Clock distribution:
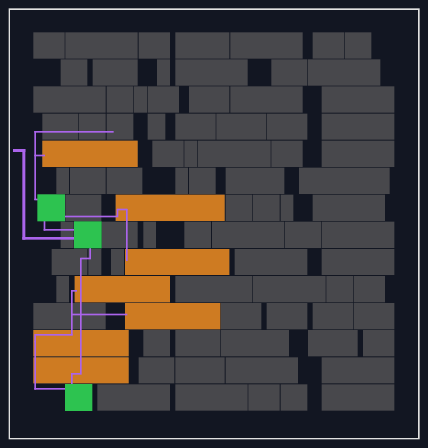
Floorplan with the power grid:
Scale bar: 10 um. Pins as bars on the die edge. Tap cells in gray.
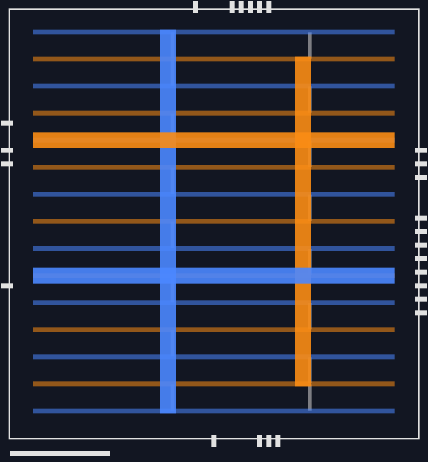
`src/rtl/ctrl_seq_pkg.sv`:
```
// rtl/ctrl_seq_pkg.sv - opcodes, T-state indices and control-word type for the SAP controller-sequencer
package ctrl_seq_pkg;

    localparam logic [3:0] OP_LDA = 4'b0000;
    localparam logic [3:0] OP_ADD = 4'b0001;
    localparam logic [3:0] OP_SUB = 4'b0010;
    localparam logic [3:0] OP_OUT = 4'b1110;
    localparam logic [3:0] OP_HLT = 4'b1111;

    localparam int T1_IDX = 0;
    localparam int T2_IDX = 1;
    localparam int T3_IDX = 2;
    localparam int T4_IDX = 3;
    localparam int T5_IDX = 4;
    localparam int T6_IDX = 5;

    localparam logic [5:0] T_RESET = 6'b000001;

    typedef struct packed {
        logic cp;
        logic ep;
        logic lm;
        logic ce;
        logic li;
        logic ei;
        logic la;
        logic ea;
        logic su;
        logic eu;
        logic lb;
        logic lo;
    } ctrl_word_t;

    function automatic logic is_onehot6(input logic [5:0] v);
        return (v != 6'd0) && ((v & (v - 6'd1)) == 6'd0);
    endfunction

endpackage

```
`src/rtl/ctrl_seq_ring_counter.sv`:
```
// rtl/ctrl_seq_ring_counter.sv - six-state one-hot ring with hold and illegal-state recovery
module ctrl_seq_ring_counter
    import ctrl_seq_pkg::*;
(
    input  logic       clk,
    input  logic       clr,
    input  logic       hold,
    output logic [5:0] t
);

    logic [5:0] t_q;
    logic [5:0] t_d;

    // Recovery takes priority over hold so an upset can never stick while halted.
    always_comb begin
        t_d = t_q;
        if (!is_onehot6(t_q)) begin
            t_d = T_RESET;
        end else if (!hold) begin
            t_d = {t_q[4:0], t_q[5]};
        end
    end

    always_ff @(posedge clk or negedge clr) begin
        if (!clr) begin
            t_q <= T_RESET;
        end else begin
            t_q <= t_d;
        end
    end

    assign t = t_q;

endmodule

```
`src/rtl/ctrl_seq.sv`:
```
// rtl/ctrl_seq.sv - SAP controller-sequencer: T-state ring plus opcode x T-state control-word decode
module ctrl_seq
    import ctrl_seq_pkg::*;
(
    input  logic       clk,
    input  logic       clr,
    input  logic [3:0] ctrl,
    output logic       cp,
    output logic       ep,
    output logic       lm,
    output logic       ce,
    output logic       li,
    output logic       ei,
    output logic       la,
    output logic       ea,
    output logic       su,
    output logic       eu,
    output logic       lb,
    output logic       lo,
    output logic       hlt,
    output logic [5:0] t
);

    ctrl_word_t cw;
    ctrl_word_t cw_out;
    logic       hlt_q;
    logic       halt_now;

    // The HLT edge must freeze the ring in the same cycle the flag is set.
    assign halt_now = t[T4_IDX] && (ctrl == OP_HLT);

    ctrl_seq_ring_counter u_ring_counter (
        .clk  (clk),
        .clr  (clr),
        .hold (hlt_q | halt_now),
        .t    (t)
    );

    always_ff @(posedge clk or negedge clr) begin
        if (!clr) begin
            hlt_q <= 1'b0;
        end else if (halt_now) begin
            hlt_q <= 1'b1;
        end
    end

    always_comb begin
        cw = '0;
        if (t[T1_IDX]) begin
            cw.ep = 1'b1;
            cw.lm = 1'b1;
        end
        if (t[T2_IDX]) begin
            cw.cp = 1'b1;
        end
        if (t[T3_IDX]) begin
            cw.ce = 1'b1;
            cw.li = 1'b1;
        end
        case (ctrl)
            OP_LDA: begin
                if (t[T4_IDX]) begin cw.ei = 1'b1; cw.lm = 1'b1; end
                if (t[T5_IDX]) begin cw.ce = 1'b1; cw.la = 1'b1; end
            end
            OP_ADD, OP_SUB: begin
                if (t[T4_IDX]) begin cw.ei = 1'b1; cw.lm = 1'b1; end
                if (t[T5_IDX]) begin cw.ce = 1'b1; cw.lb = 1'b1; end
                if (t[T6_IDX]) begin
                    cw.la = 1'b1;
                    cw.eu = 1'b1;
                    cw.su = (ctrl == OP_SUB);
                end
            end
            OP_OUT: begin
                if (t[T4_IDX]) begin cw.ea = 1'b1; cw.lo = 1'b1; end
            end
            default: ;
        endcase
    end

    assign cw_out = hlt_q ? '0 : cw;
    assign {cp, ep, lm, ce, li, ei, la, ea, su, eu, lb, lo} = cw_out;
    assign hlt = hlt_q;

    a_one_bus_driver: assert property (
        @(posedge clk) disable iff (!clr) $countones({ep, ce, ei, ea, eu}) <= 1
    );

endmodule

```
`config.mk`:
```
export PLATFORM = sky130hd
export DESIGN_NAME = ctrl_seq
export DESIGN_NICKNAME = d
export VERILOG_FILES = /design/src/rtl/ctrl_seq_pkg.sv /design/src/rtl/ctrl_seq_ring_counter.sv /design/src/rtl/ctrl_seq.sv
export SDC_FILE = /design/constraint.sdc
export NUM_CORES = 1
export LEC_CHECK = 0
export CORE_AREA = 2 2 39 41
export CTS_BUF_LIST = sky130_fd_sc_hd__clkbuf_2 sky130_fd_sc_hd__clkbuf_4 sky130_fd_sc_hd__clkbuf_8
export DETAILED_ROUTE_END_ITERATION = 16
export DIE_AREA = 0 0 41 43
export PLACE_DENSITY = 0.76
export SYNTH_ARGS = -nofsm -noshare
export SYNTH_HDL_FRONTEND = slang
export SYNTH_SLANG_ARGS = --single-unit
```
`constraint.sdc`:
```
create_clock -name clk -period 1.55 [get_ports clk]
set_input_delay 0.31 -clock clk [delete_from_list [all_inputs] [get_ports clk]]
set_output_delay 0.31 -clock clk [all_outputs]
set_load 0.05 [all_outputs]
```
==> reports/summary.json <==
{
  "power_and_ir_drop": {
    "total_power_w": 0.00240,
    "power.sequential.total_w": 0.000409,
    "power_frac_comb": 0.755,
    "power.leakage_nw": 0.540,
    "clock_net_power_w": 0.000180,
    "p_int_w": 0.00134,
    "top_power_group": "combinational logic",
    "switchingPower_w": 0.00106,
    "pwr_density_cell_nw_per_um2": 1970
  },
  "synthesis": {
    "synthSimpleGateAreaFrac": 0.291,
    "edf_count": 0,
    "post_synth_num_cell_types": 28,
    "synth_largest_type_area_fraction": 0.296,
    "ff_type": "sky130_fd_sc_hd__dfrtp_1",
    "ys.warnings.count": 0,
    "numSynthFlops": 7,
    "ys_sh_adder": 0,
    "ys_async_sr_fraction": 1.00,
    "synth.net_count": 60,
    "postSynthCellCount": 54,
    "synth_seq_share": 0.347,
    "netlist_area_um2": 508,
    "and_or_or_and_cells_area_fraction": 0.145,
    "top_area_cells_in_the_synthesized_netlist": "sky130_fd_sc_hd__dfrtp_1, sky130_fd_sc_hd__mux2i_1, sky130_fd_sc_hd__nor2_1",
    "synth.logic.top_family": "simple AND/OR/NAND/NOR gates",
    "synth.cellmix.xorXnorShare": 0.0345,
    "top_cells_by_count": "sky130_fd_sc_hd__nor2_1, sky130_fd_sc_hd__dfrtp_1, sky130_fd_sc_hd__mux2i_1"
  },
  "sta": {
    "worst_slew_margin_rel": 0.793,
    "grt_setup_unrepaired": "true",
    "worst_slack_ns": -0.288,
    "post-route-min-period_ns": 1.84,
    "achievable-frequency_ghz": 0.544,
    "timing_hold_violations_final": 0,
    "finalSetupViolCount": 14,
    "part_of_the_cycle_the_worst_path_needs": 1.19,
    "tns_ns": -2.45
  },
  "final_layout": {
    "seq_cell_count": 7,
    "non_clock_inverter_count": 3,
    "layout.core_utilization": 0.882,
    "layout.clock_buffers": 4,
    "logic_gate_count": 40,
    "finalNetCount": 98,
    "multiInputGateArea_um2": 397,
    "final.fill_count": 67,
    "seq_share": 0.156,
    "clock_cell_area_share": 0.0246,
    "finalNonFillerCells": 107,
    "layout.nonclk_buf_frac": 0.469,
    "regArea_um2": 190,
    "synthToLayoutAreaGrowth_pct": 140,
    "stdcell_area_um2": 1220,
    "layout.cells.most_common_list": "sky130_fd_sc_hd__buf_12, sky130_fd_sc_hd__nor2_1, sky130_fd_sc_hd__buf_4",
    "largest_class": "non-clock buffers",
    "largest_register_ff_count": 6,
    "nonClockBufferCount": 37
  },
  "clock_tree": {
    "post_cts_hold_buffer_count": 0,
    "cts_num_sinks": 7,
    "number_of_buffers_created_by_cts": 3,
    "clk_pin_slew_worst_paths_ns": 0.05,
    "cts.path.max_buffers": 2,
    "cts_tree": "done"
  },
  "detailed_routing": {
    "drt_pass1_iterations": 4,
    "met2WireLength_um": 963,
    "drt_first_iter_violations": 6,
    "post-route-drc-count": 0,
    "top_layer_used": "met4",
    "drt.antenna.violating_nets": 0,
    "post_drt_wl_per_cell_um": 16.5
  },
  "setup_path": {
    "largest_fanout_on_the_critical_path": 3,
    "crit_required_ns": 1.24,
    "critical_path_depth": 5,
    "ff2ff_path_depth": 7,
    "r2r-end": "u_ring_counter.t[5]",
    "cp.buffers_inverters": 1,
    "crit_arrival_ns": 1.53,
    "timing.critical_path.cells": "nor3_4 > a21boi_4 > and2_4 > or2_4 > buf_12",
    "cp_delay_by_family_top": "flip-flops",
    "setup.worst_path.start_class": "flip-flop",
    "crit_path_capture": "lm",
    "worst_setup_path_startpoint": "hlt"
  },
  "run_status": {
    "status": "finished with violations",
    "violations": "negative setup slack"
  },
  "placed_design": {
    "dpl_cell_area_um2": 1080,
    "dpl.hpwl_mm": 1.07,
    "placed_cells_incl_taps": 98,
    "buffer_ports.inserted": 24,
    "detailedPlace.worstSlack_ns": -0.420
  },
  "global_route": {
    "grt_pass1_vias": 538,
    "all_layer_gr_usage": 0.215,
    "globalRouteMet3Util": 0.0366,
    "grt_remaining_overflow": 0,
    "met1_resource_use_gr": 0.237,
    "grt_first_pass_wirelength_mm": 2.50,
    "grt_max_degree": 10
  },
  "floorplanning": {
    "fp_util": 0.367,
    "fp-row-count": 14,
    "pin_count": 25,
    "die-area_um2": 1760
  },
  "flow_run": {
    "tool_warning_count": 30
  }
}
-- 'clock distribution' (at the start) --
legend:
  clock-net drivers:
    color: green
    count: 3
  clock wires:
    color: purple
    length: 94.5 um
  flip-flops:
    color: orange
    count: 7
routed clock nets: 4
Worst Skew: 0.00353 ns
part of the total power dissipated in the clock network: 0.075

-- 'floorplan with the power grid' (at the start) --
legend:
  VDD:
    color: orange
  VSS:
    color: blue
tap cells: 16
rows: 14
met5 straps: 2
met4 straps: 2
die height: 43 um
worst vdd ir: 0.00135 V
floorplan die width: 41 um
Std-Cell Core Area: 1380 um^2

No activity file was given, so power comes from the tool's default toggle rates.
